[src/rtl/calc_seq.sv]
// calc_seq: calculator sequencer.
// Synchronises and debounces the execute button, latches the opcode and the
// operands once per accepted press, waits out the ALU latency and writes the
// low 16 bits of the ALU result back into the accumulator.
//
// ALU interface: alu_op/op1/op2 are loaded in LATCH and then held steady;
// alu_result/alu_zero are sampled once, at the end of WRITE, after ALU_LAT
// EXEC cycles. done is high for exactly that WRITE cycle.
module calc_seq #(
    parameter int DEBOUNCE_CYCLES = 4,
    parameter int ALU_LAT         = 1
) (
    input  logic        clk,
    input  logic        rst,
    input  logic        btnd,
    input  logic [3:0]  alu_op_in,
    input  logic [15:0] sw,
    input  logic [31:0] alu_result,
    input  logic        alu_zero,
    output logic [3:0]  alu_op,
    output logic [31:0] op1,
    output logic [31:0] op2,
    output logic [15:0] accum,
    output logic        zero,
    output logic        busy,
    output logic        done,
    output logic [2:0]  dbg_state
);

    typedef enum logic [2:0] {
        IDLE    = 3'd0,
        LATCH   = 3'd1,
        EXEC    = 3'd2,
        WRITE   = 3'd3,
        RELEASE = 3'd4
    } state_t;

    localparam logic [15:0] DEB_LIMIT = 16'(DEBOUNCE_CYCLES);
    localparam logic [15:0] LAT_LAST  = 16'(ALU_LAT - 1);

    state_t      r_state;
    state_t      w_state_nxt;
    logic [15:0] r_cnt;
    logic [15:0] w_cnt_nxt;
    logic        r_sync1;
    logic        r_sync2;
    logic        w_btn_s;
    logic        w_latch;
    logic        w_write;
    logic [3:0]  r_alu_op;
    logic [31:0] r_op1;
    logic [31:0] r_op2;
    logic [15:0] r_accum;
    logic        r_zero;
    logic        w_unused;

    assign w_btn_s  = r_sync2;
    // Upper result bits are deliberately dropped: the accumulator wraps.
    assign w_unused = ^alu_result[31:16];

    // Next-state, shared counter and load strobes for the sequencer.
    always_comb begin
        w_state_nxt = r_state;
        w_cnt_nxt   = r_cnt;
        w_latch     = 1'b0;
        w_write     = 1'b0;
        case (r_state)
            IDLE: begin
                if (r_cnt == DEB_LIMIT) begin
                    w_state_nxt = LATCH;
                    w_cnt_nxt   = 16'd0;
                end else if (w_btn_s) begin
                    w_cnt_nxt = r_cnt + 16'd1;
                end else begin
                    w_cnt_nxt = 16'd0;
                end
            end
            LATCH: begin
                w_latch     = 1'b1;
                w_cnt_nxt   = 16'd0;
                w_state_nxt = EXEC;
            end
            EXEC: begin
                if (r_cnt == LAT_LAST) begin
                    w_cnt_nxt   = 16'd0;
                    w_state_nxt = WRITE;
                end else begin
                    w_cnt_nxt = r_cnt + 16'd1;
                end
            end
            WRITE: begin
                w_write     = 1'b1;
                w_cnt_nxt   = 16'd0;
                w_state_nxt = RELEASE;
            end
            RELEASE: begin
                if (r_cnt == DEB_LIMIT) begin
                    w_state_nxt = IDLE;
                    w_cnt_nxt   = 16'd0;
                end else if (!w_btn_s) begin
                    w_cnt_nxt = r_cnt + 16'd1;
                end else begin
                    w_cnt_nxt = 16'd0;
                end
            end
            default: begin
                w_state_nxt = IDLE;
                w_cnt_nxt   = 16'd0;
            end
        endcase
    end

    // State, counter, synchroniser and datapath registers; reset wins.
    always_ff @(posedge clk) begin
        if (rst) begin
            r_state  <= IDLE;
            r_cnt    <= 16'd0;
            r_sync1  <= 1'b0;
            r_sync2  <= 1'b0;
            r_alu_op <= 4'd0;
            r_op1    <= 32'd0;
            r_op2    <= 32'd0;
            r_accum  <= 16'd0;
            r_zero   <= 1'b0;
        end else begin
            r_state <= w_state_nxt;
            r_cnt   <= w_cnt_nxt;
            r_sync1 <= btnd;
            r_sync2 <= r_sync1;
            if (w_latch) begin
                r_alu_op <= alu_op_in;
                r_op1    <= {{16{r_accum[15]}}, r_accum};
                r_op2    <= {{16{sw[15]}}, sw};
            end
            if (w_write) begin
                r_accum <= alu_result[15:0];
                r_zero  <= alu_zero;
            end
        end
    end

    assign alu_op    = r_alu_op;
    assign op1       = r_op1;
    assign op2       = r_op2;
    assign accum     = r_accum;
    assign zero      = r_zero;
    assign busy      = (r_state == LATCH) || (r_state == EXEC) || (r_state == WRITE);
    assign done      = (r_state == WRITE);
    assign dbg_state = r_state;

endmodule

[config.mk]
export PLATFORM = sky130hd
export DESIGN_NAME = calc_seq
export DESIGN_NICKNAME = d
export VERILOG_FILES = /design/src/rtl/calc_seq.sv
export SDC_FILE = /design/constraint.sdc
export NUM_CORES = 1
export LEC_CHECK = 0
export CORE_MARGIN = 4
export CORE_UTILIZATION = 42
export CTS_BUF_LIST = sky130_fd_sc_hd__clkbuf_8
export CTS_CLUSTER_DIAMETER = 30
export DETAILED_ROUTE_END_ITERATION = 8
export PLACE_DENSITY = 0.82
export SETUP_SLACK_MARGIN = 0.1
export SYNTH_ARGS = -nofsm -noshare
export SYNTH_HDL_FRONTEND = slang
export SYNTH_SLANG_ARGS = --single-unit
[constraint.sdc]
create_clock -name clk -period 1.9 [get_ports clk]
set_input_delay 0.38 -clock clk [delete_from_list [all_inputs] [get_ports clk]]
set_output_delay 0.38 -clock clk [all_outputs]
set_load 0.02 [all_outputs]
Figure 1. Clock routing.
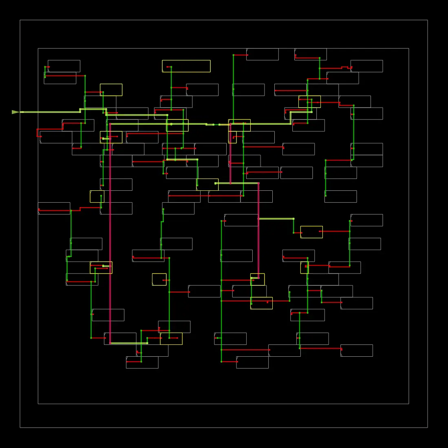
final clock skew: 0.00574 ns
registers: 74

Figure 2. Routed clock nets over the placement.
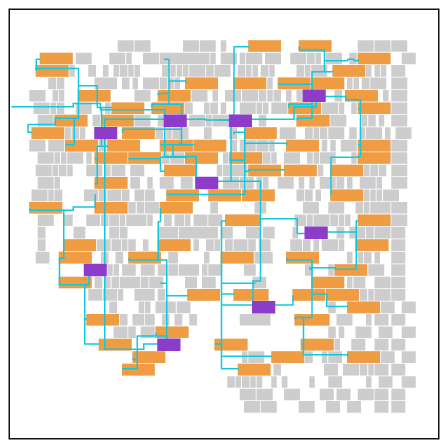
Key: cyan = clock wires [length 866 um]; orange = flip-flops [count 74]; purple = cells driving clock nets [count 9]
Position of the flops: widely spread. There are 10 routed clock nets.

Figure 3. Sizing map.
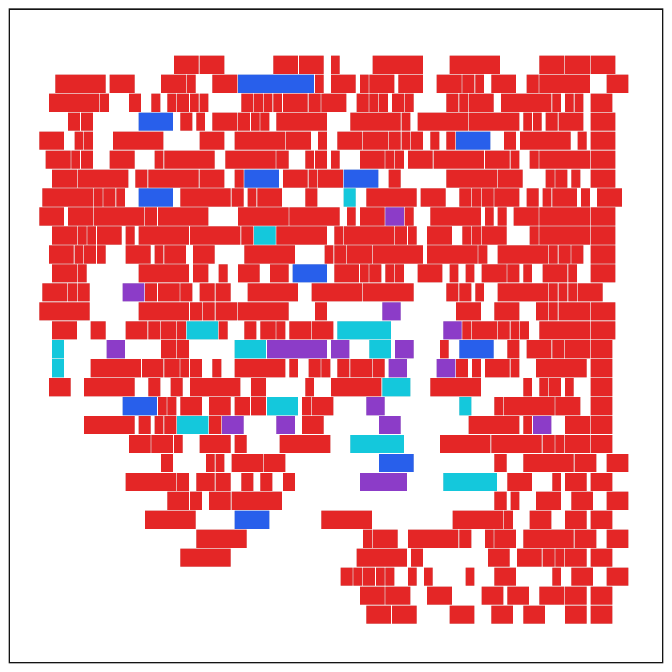
Key: blue = drive 6 and up [cells 11, most used clkbuf_8]; red = drive 1 or less [cells 434, most used nand2_1]; purple = drive 3 to 4 [cells 16, most used buf_4]; cyan = drive 2 [cells 14]

==> flow_metrics.env <==
# yosys + openroad results
export IMPL_rsz0062_at_grt="false"
export IMPL_route_detailed_drc=0
export IMPL_flop_cell="dfxtp_1"
export IMPL_drt_antenna_violating_nets=0
export IMPL_finalSetupTns_ns=0
export IMPL_cp_data_required_time_ns=1.52
export IMPL_p_leak_nw=1.65
export IMPL_cts_buffers=9
export IMPL_crit_path_end_kind="output port"
export IMPL_crit_arrival_ns=1.36
export IMPL_gr_usage_all_layers_pct=17.7
export IMPL_ys_seq_share_pct=48.2
export IMPL_max_stage_delay_ns=0.64
export IMPL_hpwl_um=5750
export IMPL_grt_max_degree=43
export IMPL_ys_area_um2=3070
export IMPL_period_minus_slack_ns=1.74
export IMPL_tool_warnings=43
export IMPL_fp_nets=429
export IMPL_grt_pass1_vias=2566
export IMPL_worst_slew_pin_transition_ns=0.435
export IMPL_die_area_um2=8750
export IMPL_p_total_mw=2.90
export IMPL_synth_area_leader_cell="dfxtp_1"
export IMPL_cap_violations=0
export IMPL_yosys_top_cells_count="nand2_1 (110), dfxtp_1 (74), a21oi_1 (68), buf_4 (34), xnor2_1 (13)"
export IMPL_ir_drop_v=0.000661
export IMPL_status="finished clean"
export IMPL_crit_chain="clkdlybuf4s50_1"
export IMPL_antenna_cells=0
export IMPL_rows=30
export IMPL_num_vias=2793
export IMPL_grt_pass1_wl_um=12300
export IMPL_dieWidth_um=93.6
export IMPL_top_cells_by_area="dfxtp_1 (48%), nand2_1 (13%), a21oi_1 (11%), buf_4 (8.3%), xnor2_1 (3.7%)"
export IMPL_final_setup_viol_count=0
export IMPL_power_density_nw_per_um2=663
export IMPL_core_area_um2=6940
export IMPL_wl_per_cell_um=13.9
export IMPL_io_buffers=129
export IMPL_synthesis_area_um2=3070
export IMPL_crit_slowest_cell="clkdlybuf4s50_1"
export IMPL_worstSkewPairLatency_ns=0.35
Figure 4. Metal 1.
Supply wires on this layer in gray. Cells faint in the background.
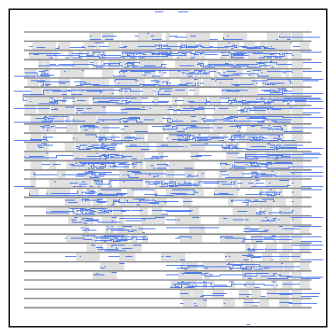
The wires run mostly horizontal. 448 nets have wire on it. The longest straight run is 26.2 um.

Figure 5. Cells colored by class.
Bar = 20 um.
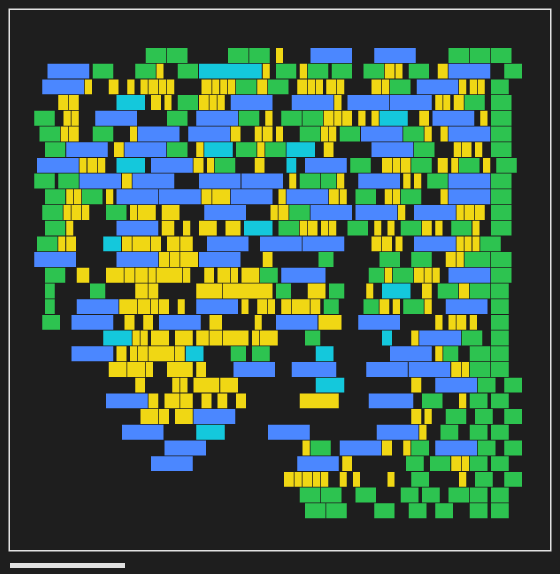
Key: green = other buffers and delay cells [cells 140]; cyan = clock drivers and dummy loads [cells 16]; yellow = all other logic [cells 245]; blue = flip-flops [cells 74]

==> registers in the layout (all words and copies together), names as in the netlist <==
signal	cells
r_sync2	1
accum	16
zero	1
op2	16
op1	16
r_sync1	1
dbg_state	3
alu_op	4
r_cnt	16
==> layout by cell type, fill, tap and decap left out, drive strengths merged, types with 2 or more instances in the layout <==
cell	count
buf	12
clkdlybuf4s50	88
nand4	5
xor2	3
dlygate4sd2	37
clkinv	6
nor3	5
nand3	6
ha	2
clkbuf	11
inv	6
a21oi	68
nor4	7
xnor2	13
nor2	7
dfxtp	74
nor2b	3
nand2	110
==> metal layers <==
layer	part of all wire, %	up-vias	global-route usage, %	wire (um)
met5	0	-	0	0
met4	1.7	0	6.62	136
met3	8.5	15	5.79	676
met2	49	119	30.5	3870
met1	41	1278	20.4	3260
li1	-	1381	-	-
==> final cells by class <==
type	instances	area, um^2	area share [%]
flip-flops and latches	74	1490	33.9
repair buffers	140	1320	30.2
multi-input cells	238	1220	27.9
clock buffers	10	138	3.15
well taps	96	120	2.75
clock inverters	6	66.3	1.52
inverters	7	26.3	0.601
==> report_power, final <==
| group | internal [mW] | switching (mW) | total, mW |
|---|---|---|---|
| logic | 0.0768 | 0.0362 | 0.113 |
| clock network | 0.644 | 0.590 | 1.23 |
| registers | 1.55 | 0.00144 | 1.55 |
| total | 2.27 | 0.627 | 2.90 |
==> logic make-up after synthesis <==
group                    synth area share, %
AND-OR/OR-AND                           12.3
buffers and inverters                   12.6
adder cells (fa/ha/maj)                0.814
XOR/XNOR                                4.56
flip-flops                              48.2
AND/OR/NAND/NOR                         21.6
==> path summary, 6_finish.rpt <==
check / from / endpoint / slack (ns) / cells after the start
max: accum[12] / accum[12] / 0.16 / 1
min: rst / dbg_state[0] / 0.36 / 4
max reg2reg: r_cnt[0] / r_cnt[12] / 0.26 / 5
min reg2reg: alu_op[1] / alu_op[1] / 0.45 / 2
==> repair_timing <==
action                     in CTS  in global routing
setup buffers                   0                  0
resized                        42                  5
setup endpoints to repair      39                 19
==> per-stage QoR <==
stage | cell area [um^2] | util, % | setup WS, ns | instances | hold slack, ns
after floorplan | 3070 | - | 0.259 | 371 | 0.414
after CTS | 4370 | 62.9 | 0.136 | 571 | 0.339
final | 4380 | 63.0 | 0.163 | 571 | 0.364
after global routing | 4380 | 63.0 | 0.103 | 571 | 0.378
after global placement | 4210 | 60.6 | 0.168 | 555 | 0.441
after detailed placement | 4210 | 60.6 | 0.174 | 555 | 0.447
